==> config.mk <==
export PLATFORM = sky130hd
export DESIGN_NAME = fetch_stage_flat
export DESIGN_NICKNAME = d
export VERILOG_FILES = /design/src/rtl/fetch_stage_if.sv /design/src/rtl/fetch_stage.sv /design/src/flat_wrapper.sv
export SDC_FILE = /design/constraint.sdc
export NUM_CORES = 1
export LEC_CHECK = 0
export CAP_MARGIN = 25
export CORE_MARGIN = 2
export CORE_UTILIZATION = 49
export DETAILED_ROUTE_END_ITERATION = 12
export GPL_TIMING_DRIVEN = 0
export PLACE_DENSITY = 0.95
export SKIP_LAST_GASP = 1
export SLEW_MARGIN = 20
export SYNTH_ARGS = -nofsm -noshare
export SYNTH_HDL_FRONTEND = slang
export SYNTH_SLANG_ARGS = --single-unit
==> constraint.sdc <==
create_clock -name clk -period 4.2 [get_ports clk]
set_input_delay 1.05 -clock clk [delete_from_list [all_inputs] [get_ports clk]]
set_output_delay 1.05 -clock clk [all_outputs]
set_load 0.05 [all_outputs]
==> src/rtl/fetch_stage_if.sv <==
// Instruction-memory request/response bundle between the fetch stage and
// the instruction memory or cache.
interface fetch_stage_if;
  logic        imemReq;
  logic [15:0] imemAddr;
  logic [15:0] imemData;
  logic        imemDone;
  logic        imemStall;
  logic        imemErr;

  modport master (
    output imemReq, imemAddr,
    input  imemData, imemDone, imemStall, imemErr
  );

  modport slave (
    input  imemReq, imemAddr,
    output imemData, imemDone, imemStall, imemErr
  );
endinterface

==> src/rtl/fetch_stage.sv <==
// Fetch stage: owns the PC, drives the instruction-memory handshake, and
// presents one instruction (or a NOP bubble) to the fetch-to-decode register.
// Handles memory misses, hazard stalls, redirects and HALT.
module fetch_stage #(
  parameter logic [15:0] RESET_PC  = 16'h0000,
  parameter logic [15:0] NOP_INSTR = 16'h0800
) (
  input  logic          clk,
  input  logic          rst,
  input  logic          stallF,
  input  logic          redirectValid,
  input  logic [15:0]   redirectPC,
  input  logic          haltSeen,
  fetch_stage_if.master imem,
  output logic [15:0]   pcF,
  output logic [15:0]   instructionF,
  output logic [15:0]   incPCF,
  output logic          instrValidF,
  output logic          errF
);

  typedef enum logic [1:0] {S_REQ, S_WAIT, S_PRESENT, S_HALTED} state_t;

  state_t      state_q, state_d;
  logic [15:0] pc_d;
  logic [15:0] instr_q;
  logic        err_q;
  logic        capture;
  logic        pend_redir_q, pend_redir_d;
  logic [15:0] pend_pc_q, pend_pc_d;
  logic        pend_halt_q, pend_halt_d;
  logic        drain_q;
  logic        redir_now;
  logic [15:0] redir_tgt;
  logic        halt_now;
  logic        unused_stall;

  // 16-bit modulo PC increment; 16'hFFFE wraps to 16'h0000.
  function automatic logic [15:0] inc_pc(input logic [15:0] pc);
    return pc + 16'd2;
  endfunction

  // Memory busy is already implied by the absence of imemDone.
  assign unused_stall = imem.imemStall;

  // Next-state, next-PC and pending redirect/halt bookkeeping.
  always_comb begin
    state_d      = state_q;
    pc_d         = pcF;
    capture      = 1'b0;
    pend_redir_d = pend_redir_q;
    pend_pc_d    = pend_pc_q;
    pend_halt_d  = pend_halt_q;
    // A redirect arriving now overrides any pending one; a HALT only counts
    // when no redirect is in play (otherwise it was wrong-path).
    redir_now    = redirectValid || pend_redir_q;
    redir_tgt    = redirectValid ? redirectPC : pend_pc_q;
    halt_now     = !redir_now && (haltSeen || pend_halt_q);
    case (state_q)
      S_REQ: begin
        // drain_q marks the first cycle after a reset that cut off a miss:
        // any imemDone seen then belongs to the aborted request.
        if (!drain_q) begin
          if (redirectValid) begin
            pc_d = redirectPC;
          end else if (haltSeen) begin
            state_d = S_HALTED;
          end else if (imem.imemDone) begin
            capture = 1'b1;
            state_d = S_PRESENT;
          end else begin
            state_d = S_WAIT;
          end
        end
      end
      S_WAIT: begin
        if (imem.imemDone) begin
          pend_redir_d = 1'b0;
          pend_halt_d  = 1'b0;
          if (redir_now) begin
            pc_d    = redir_tgt;
            state_d = S_REQ;
          end else if (halt_now) begin
            state_d = S_HALTED;
          end else begin
            capture = 1'b1;
            state_d = S_PRESENT;
          end
        end else begin
          pend_redir_d = redir_now;
          pend_pc_d    = redir_tgt;
          pend_halt_d  = halt_now;
        end
      end
      S_PRESENT: begin
        if (redirectValid) begin
          pc_d    = redirectPC;
          state_d = S_REQ;
        end else if (haltSeen) begin
          state_d = S_HALTED;
        end else if (!stallF) begin
          pc_d    = inc_pc(pcF);
          state_d = S_REQ;
        end
      end
      default: state_d = S_HALTED;
    endcase
  end

  // Control registers: FSM state, PC, pending flags, post-reset drain.
  always_ff @(posedge clk) begin
    if (!rst) begin
      state_q      <= S_REQ;
      pcF          <= RESET_PC;
      pend_redir_q <= 1'b0;
      pend_halt_q  <= 1'b0;
      drain_q      <= (state_q == S_WAIT);
    end else begin
      state_q      <= state_d;
      pcF          <= pc_d;
      pend_redir_q <= pend_redir_d;
      pend_halt_q  <= pend_halt_d;
      drain_q      <= 1'b0;
    end
  end

  // Data registers: captured instruction/error and pending redirect target.
  always_ff @(posedge clk) begin
    if (capture) begin
      instr_q <= imem.imemData;
      err_q   <= imem.imemErr;
    end
    pend_pc_q <= pend_pc_d;
  end

  assign imem.imemReq  = rst && !drain_q && (state_q == S_REQ);
  assign imem.imemAddr = pcF;
  assign instrValidF   = (state_q == S_PRESENT);
  assign instructionF  = instrValidF ? instr_q : NOP_INSTR;
  assign errF          = instrValidF && err_q;
  assign incPCF        = inc_pc(pcF);

endmodule
==> src/flat_wrapper.sv <==
// flat-port wrapper written by rule: the top's interface ports become plain ports
module fetch_stage_flat 
#(
  parameter logic [15:0] RESET_PC  = 16'h0000,
  parameter logic [15:0] NOP_INSTR = 16'h0800
)
  (clk, rst, stallF, redirectValid, redirectPC, haltSeen, pcF, instructionF, incPCF, instrValidF, errF, imem_imemReq, imem_imemAddr, imem_imemData, imem_imemDone, imem_imemStall, imem_imemErr);
  fetch_stage_if imem_i ();
  input  logic clk;
  input  logic rst;
  input  logic stallF;
  input  logic redirectValid;
  input  logic [15:0] redirectPC;
  input  logic haltSeen;
  output logic [15:0] pcF;
  output logic [15:0] instructionF;
  output logic [15:0] incPCF;
  output logic instrValidF;
  output logic errF;
  output wire logic [$bits(imem_i.imemReq)-1:0] imem_imemReq;
  output wire logic [$bits(imem_i.imemAddr)-1:0] imem_imemAddr;
  input wire logic [$bits(imem_i.imemData)-1:0] imem_imemData;
  input wire logic [$bits(imem_i.imemDone)-1:0] imem_imemDone;
  input wire logic [$bits(imem_i.imemStall)-1:0] imem_imemStall;
  input wire logic [$bits(imem_i.imemErr)-1:0] imem_imemErr;
  assign imem_imemReq = imem_i.imemReq;
  assign imem_imemAddr = imem_i.imemAddr;
  assign imem_i.imemData = imem_imemData;
  assign imem_i.imemDone = imem_imemDone;
  assign imem_i.imemStall = imem_imemStall;
  assign imem_i.imemErr = imem_imemErr;
  fetch_stage #(.RESET_PC(RESET_PC), .NOP_INSTR(NOP_INSTR)) u_core (.clk(clk), .rst(rst), .stallF(stallF), .redirectValid(redirectValid), .redirectPC(redirectPC), .haltSeen(haltSeen), .imem(imem_i), .pcF(pcF), .instructionF(instructionF), .incPCF(incPCF), .instrValidF(instrValidF), .errF(errF));
endmodule
Run 1, clock distribution:
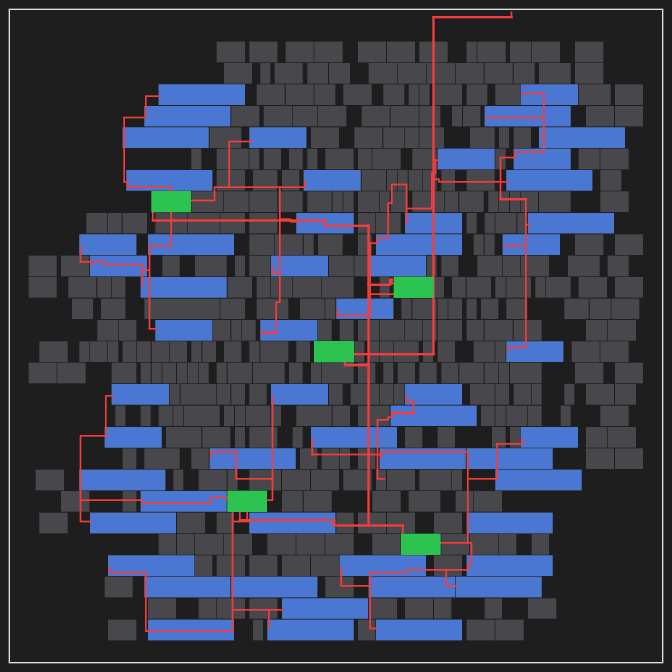
[red] clock wires | length: 629 µm
[blue] flip-flops | count: 54
[green] clock-net drivers | count: 5
routed clock nets: 6

Run 1, sizing map:
Scale bar: 20 µm.
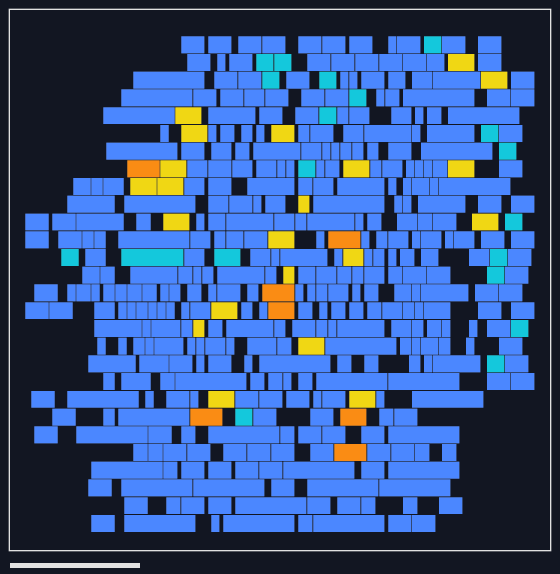
| color | size | cells | share |
|---|---|---|---|
| yellow | x2 | 21 | 5.1% |
| orange | x6 and larger | 7 | 1.7% |
| cyan | x3 and x4 | 19 | 4.6% |
| blue | x1 and smaller | 367 | 89% |
non-clock buffer count: 136
worst setup margin: 0.2485 ns
design area: 4252 µm²

Run 1, met4 routing:
Scale bar: 20 µm.
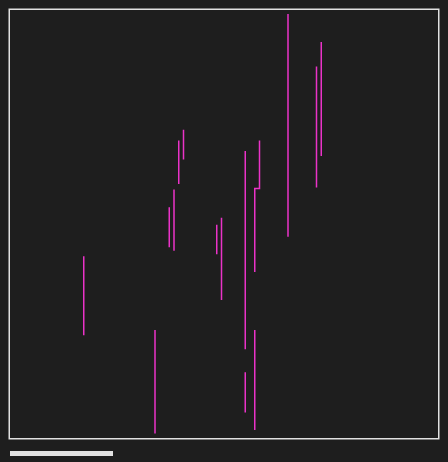
share of all routed wire: 3.0%
wire length on this layer: 267 µm
longest straight run: 42.8 µm
nets with wire on the layer: 15
drt total wl: 8851 µm
total number of vias: 2,920

==> impl_metrics.tcl, run 1 <==
# place-and-route summary
set metrics [dict create \
    top_usage_layer "met2" \
    min_period_ns 3.951 \
    grt_max_degree 18 \
    place.port_buffers 103 \
    critical_path_class "primary input to primary output" \
    setup_viol 0 \
    finalCritPeriodShare_pct 94.08 \
    drc_errors 0 \
    wl_per_cell_um 18.10 \
    use_met3_pct 6.262 \
    adder_share_pct 2.053 \
    synthTopCellsByCount "33 x edfxtp_1, 27 x nand2_1, 21 x dfxtp_1, 19 x nor2_1, 18 x and2_1" \
    postCtsSetupBuffers 0 \
    power-top-group "combinational cells" \
    antenna_found_initial 0 \
    cts_sinks 54 \
    fin_util_pct 71.39 \
    grt_pass1_vias 2858 \
    powerDensity_nw_per_um2 839.5 \
    grt_use_met2_pct 44.79 \
    drt_iter0_drc 264 \
    switchingPower_mw 1.897 \
    compound_area_share_pct 17.04 \
    rsz0062_at_grt "no" \
    hpwlAfterDp_um 6647 \
    clock_buffers 8 \
    final_nets 458 \
    chip_area_um2 6864 \
    leakage_nw 1.543 \
    cap_violations 0 \
    cts_resized 0 \
    worstReg2RegStart "u_core.state_q[0]$_SDFFE_PN0P_" \
    seq_cell_power_mw 0.830 \
    min_path_type "flop to flop" \
    synth.distinct_cells 49 \
    final-comb-area_um2 1380 \
    path_clk_slew_ns 0.09 \
    finalHoldViolCount 0 \
    start_kind "primary input" \
    switching_share_pct 53.16 \
    async_flop_share_pct 0 \
    post-place-ws_ns 0.2694 \
    synthTopLogicFamily "AND-OR/OR-AND gates" \
    ys_sh_simple_pct 16.22 \
    cpPeakStageDelay_ns 0.85 \
    nonClkBufAreaFrac_pct 29.11 \
    p_clk_share_pct 8.0 \
    synth_nets 348 \
    hold_slack_ns 0.5390 \
    r2r-end "u_core.imem.imemAddr[5]$_SDFFE_PN0P_" \
    worstSetupPathDepth 4 \
    synth_warnings 0 \
    gr-total-overflow 0 \
    die_h_um 82.85 \
    area_delta_synth_final_pct 39.55 \
    num_rows 28 \
    fin_cells 489 \
    synthesis.area_um2 3047 \
    power_frac_comb_pct 68.8 \
    drtPass1Iterations 5 \
    layout_top_cells "103 x clkdlybuf4s50_1, 33 x edfxtp_1, 27 x nand2_1" \
    hp-start "u_core.pend_redir_q$_SDFFE_PN0P_" \
    routed-wl-met2_um 4617 \
    viasPerCell 5.971 \
    top_area_share_pct 32.53 \
    dp_cells 481 \
    endpoint_kind "primary output" \
    fillers 419 \
    crit_chain "clkbuf_1 -> clkinv_1 -> nor3_1 -> clkdlybuf4s50_1" \
    wl_met1_um 3146 \
    skew_ns 0.005698 \
    antenna_cells 0 \
    pwr.group.clock_mw 0.285 \
    comb_area_share_pct 32.46 \
    n_tap_cell 75 \
    cts_tree "built" \
    r2r_cells 8 \
    muxShareOfSynthArea_pct 6.242 \
    numSynthFlops 54 \
    status "complete, no violations" \
    gp_congestion 0.9083 \
]
==> run 2, diff against run 1 <==
==> constraint.sdc (replaced) <==
create_clock -name clk -period 4.2 [get_ports clk]
set_input_delay 0.84 -clock clk [delete_from_list [all_inputs] [get_ports clk]]
set_output_delay 0.84 -clock clk [all_outputs]
set_load 0.05 [all_outputs]
Run 2, ports around the boundary:
Pins as bars across the die edge, other pins in gray.
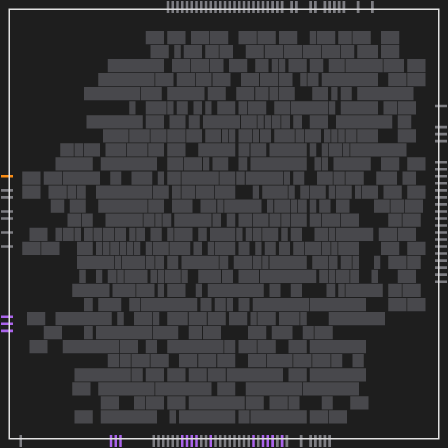
| color | port | pins | direction | edge |
|---|---|---|---|---|
| orange | imem_imemDone | 1 | input | west |
| purple | imem_imemData | 16 | input | 13 south, 3 west |
all pins by edge: 39 south, 36 north, 22 east, 10 west
Die H: 82.85 µm
PortBufs: 103
die width: 82.85 µm

Run 2, clock routing:
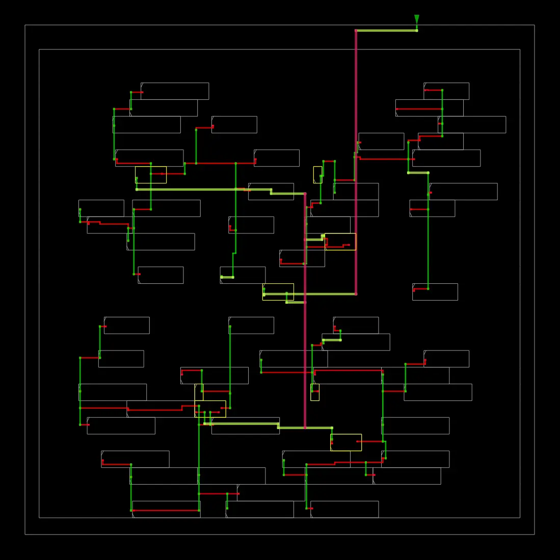
final sequential cell count: 54
Worst Skew: 0.005698 ns
CTS Buf Count: 5
Skew-Pair Late Insertion Delay: 0.31 ns
Clock group: 0.285 mW

==> impl_metrics.tcl, run 2 <==
# place-and-route summary
set metrics [dict create \
    status "complete, no violations" \
    hp-start "u_core.pend_redir_q$_SDFFE_PN0P_" \
    clock_buffers 8 \
    fin_ws_ns 0.4814 \
    finalInstanceArea_um2 4252 \
    synthTopLogicFamily "AND-OR/OR-AND gates" \
    numSynthFlops 54 \
    muxShareOfSynthArea_pct 6.242 \
    synth.avg_cell_area_um2 10.06 \
    wl_met3_um 820 \
    synth_warnings 0 \
    fillers 419 \
    internal-power_mw 1.672 \
    num_rows 28 \
    yosys.area.top_type "edfxtp_1" \
    drtPass1Iterations 5 \
    gr-total-overflow 0 \
    hpwlAfterDp_um 6647 \
    comb_area_share_pct 32.46 \
    gr-usage-all-layers_pct 25.42 \
    use_met3_pct 6.262 \
    leakage_nw 1.543 \
    grt_max_degree 18 \
    switching_share_pct 53.16 \
    fin_util_pct 71.39 \
    cts_sinks 54 \
    relSlewSlack_pct 45.35 \
    r2r-end "u_core.imem.imemAddr[5]$_SDFFE_PN0P_" \
    r2r_cells 8 \
    seq_cell_power_mw 0.830 \
    nonClkBufAreaFrac_pct 29.11 \
    viasPerCell 5.971 \
    worstReg2RegStart "u_core.state_q[0]$_SDFFE_PN0P_" \
    grt_first_pass_wirelength_um 14040 \
    start_kind "flop" \
    cp_max_fo 10 \
    wirelength_um 8851 \
    min_path_type "flop to flop" \
    hold_depth 2 \
    powerDensity_nw_per_um2 839.5 \
    wl_per_cell_um 18.10 \
    min_period_ns 3.719 \
    crit_chain "inv_1 -> ha_1 -> clkbuf_1 -> clkbuf_1 -> and2_1 -> clkdlybuf4s50_1" \
    synthTopCellsByCount "33 x edfxtp_1, 27 x nand2_1, 21 x dfxtp_1, 19 x nor2_1, 18 x and2_1" \
    critical_path_class "flop to primary output" \
    root_buffer "clkbuf_8" \
    synth.distinct_cells 49 \
    setup_viol 0 \
    core_area_um2 5956 \
    post-place-ws_ns 0.6894 \
    drc_errors 0 \
    cts_tree "built" \
    cap_violations 0 \
    grt_use_met2_pct 44.79 \
    dr_total_vias 2920 \
    top_cells_by_area "edfxtp_1 33%, dfxtp_1 14%, mux2_2 5.9%" \
    rsz0062_at_grt "no" \
    endpoint_kind "primary output" \
    buffers 136 \
    power-top-group "combinational cells" \
    chip_area_um2 6864 \
    n_tap_cell 75 \
    async_flop_share_pct 0 \
    cpPeakStageDelay_ns 0.83 \
    synth_nets 348 \
    finalCritPeriodShare_pct 88.54 \
    postCtsSetupBuffers 0 \
    antenna_found_initial 0 \
    p_clk_share_pct 8.0 \
    gp_congestion 0.9083 \
    top_area_share_pct 32.53 \
    fin_cells 489 \
    cts_resized 0 \
    layout_top_cells "103 x clkdlybuf4s50_1, 33 x edfxtp_1, 27 x nand2_1" \
    drt_iter0_drc 264 \
    crit_buf_inv 4 \
    routed-wl-met2_um 4617 \
    final_nets 458 \
    path_clk_slew_ns 0.09 \
    top_usage_layer "met2" \
    grt_pass1_vias 2858 \
    synthesis.area_um2 3047 \
    hold_slack_ns 0.5390 \
    switchingPower_mw 1.897 \
    wl_met1_um 3146 \
    critPathTopFamily "buffers and inverters" \
    worstSetupPathDepth 6 \
    dp_cells 481 \
    finalHoldViolCount 0 \
    power_frac_comb_pct 68.8 \
    ys_sh_simple_pct 16.22 \
    adder_share_pct 2.053 \
    antenna_cells 0 \
    area_delta_synth_final_pct 39.55 \
    holdBufCountCts 0 \
    final-comb-area_um2 1380 \
    grt_use_met1_pct 29.36 \
    compound_area_share_pct 17.04 \
]
==> run 3, diff against run 2 <==
--- a/config.mk
+++ b/config.mk
@@ -12,7 +12,7 @@
 export GPL_TIMING_DRIVEN = 0
 export PLACE_DENSITY = 0.95
 export SKIP_LAST_GASP = 1
-export SLEW_MARGIN = 20
+export SLEW_MARGIN = 30
 export SYNTH_ARGS = -nofsm -noshare
 export SYNTH_HDL_FRONTEND = slang
 export SYNTH_SLANG_ARGS = --single-unit
Run 3, clock routing:
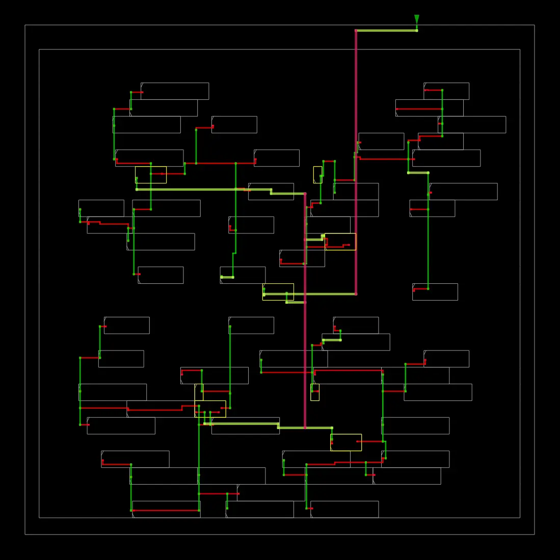
Layout clock buffers: 8
TritonCTS Sinks: 54

Run 3, met4 routing:
Scale bar: 20 µm.
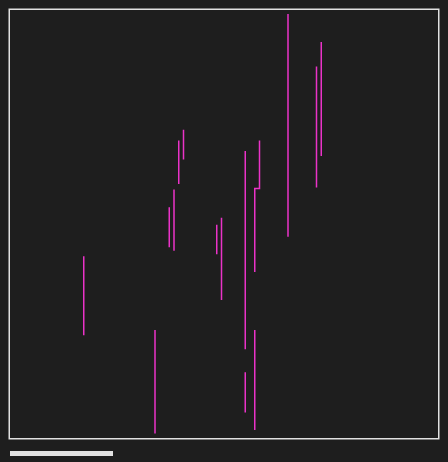
nets with wire on the layer: 15
main direction: vertical

==> impl_metrics.tcl, run 3 <==
# place-and-route summary
set metrics [dict create \
    drt_iter0_drc 264 \
    gr-total-overflow 0 \
    cts_resized 0 \
    comb_area_share_pct 32.46 \
    grt_use_met2_pct 44.79 \
    pwr.group.clock_mw 0.285 \
    wirelength_um 8851 \
    status "complete, no violations" \
    top_cells_by_area "edfxtp_1 33%, dfxtp_1 14%, mux2_2 5.9%" \
    n_tap_cell 75 \
    buffers 136 \
    synthesis.area_um2 3047 \
    cap_violations 0 \
    critical_path_class "flop to primary output" \
    wl_met1_um 3146 \
    leakage_nw 1.543 \
    power-top-group "combinational cells" \
    die_h_um 82.85 \
    synth_nets 348 \
    synthTopLogicFamily "AND-OR/OR-AND gates" \
    skew_ns 0.005698 \
    p_clk_share_pct 8.0 \
    power_frac_comb_pct 68.8 \
    postCtsSetupBuffers 0 \
    endpoint_kind "primary output" \
    critPathTopFamily "buffers and inverters" \
    fin_cells 489 \
    start_kind "flop" \
    top_usage_layer "met2" \
    area_delta_synth_final_pct 39.55 \
    yosys.area.top_type "edfxtp_1" \
    final-comb-area_um2 1380 \
    grt_first_pass_wirelength_um 14040 \
    worstSetupPathDepth 6 \
    min_path_type "flop to flop" \
    cts_buffers 5 \
    holdBufCountCts 0 \
    drc_errors 0 \
    root_buffer "clkbuf_8" \
    internal-power_mw 1.672 \
    cts_tree "built" \
    r2r_cells 8 \
    viasPerCell 5.971 \
    fin_util_pct 71.39 \
    min_period_ns 3.719 \
    finalHoldViolCount 0 \
    switchingPower_mw 1.897 \
    crit_chain "inv_1 -> ha_1 -> clkbuf_1 -> clkbuf_1 -> and2_1 -> clkdlybuf4s50_1" \
    path_clk_slew_ns 0.09 \
    top_area_share_pct 32.53 \
    rsz0062_at_grt "no" \
    crit_buf_inv 4 \
    clk-insertion-delay-late_ns 0.31 \
    dp_cells 481 \
    drtPass1Iterations 5 \
    place.port_buffers 103 \
    setup_viol 0 \
    cpPeakStageDelay_ns 0.83 \
    fillers 419 \
    post-place-ws_ns 0.6894 \
    sequential_cell_total 54 \
    synth.avg_cell_area_um2 10.06 \
    num_rows 28 \
]
Power is estimated from default activity; no workload was simulated.
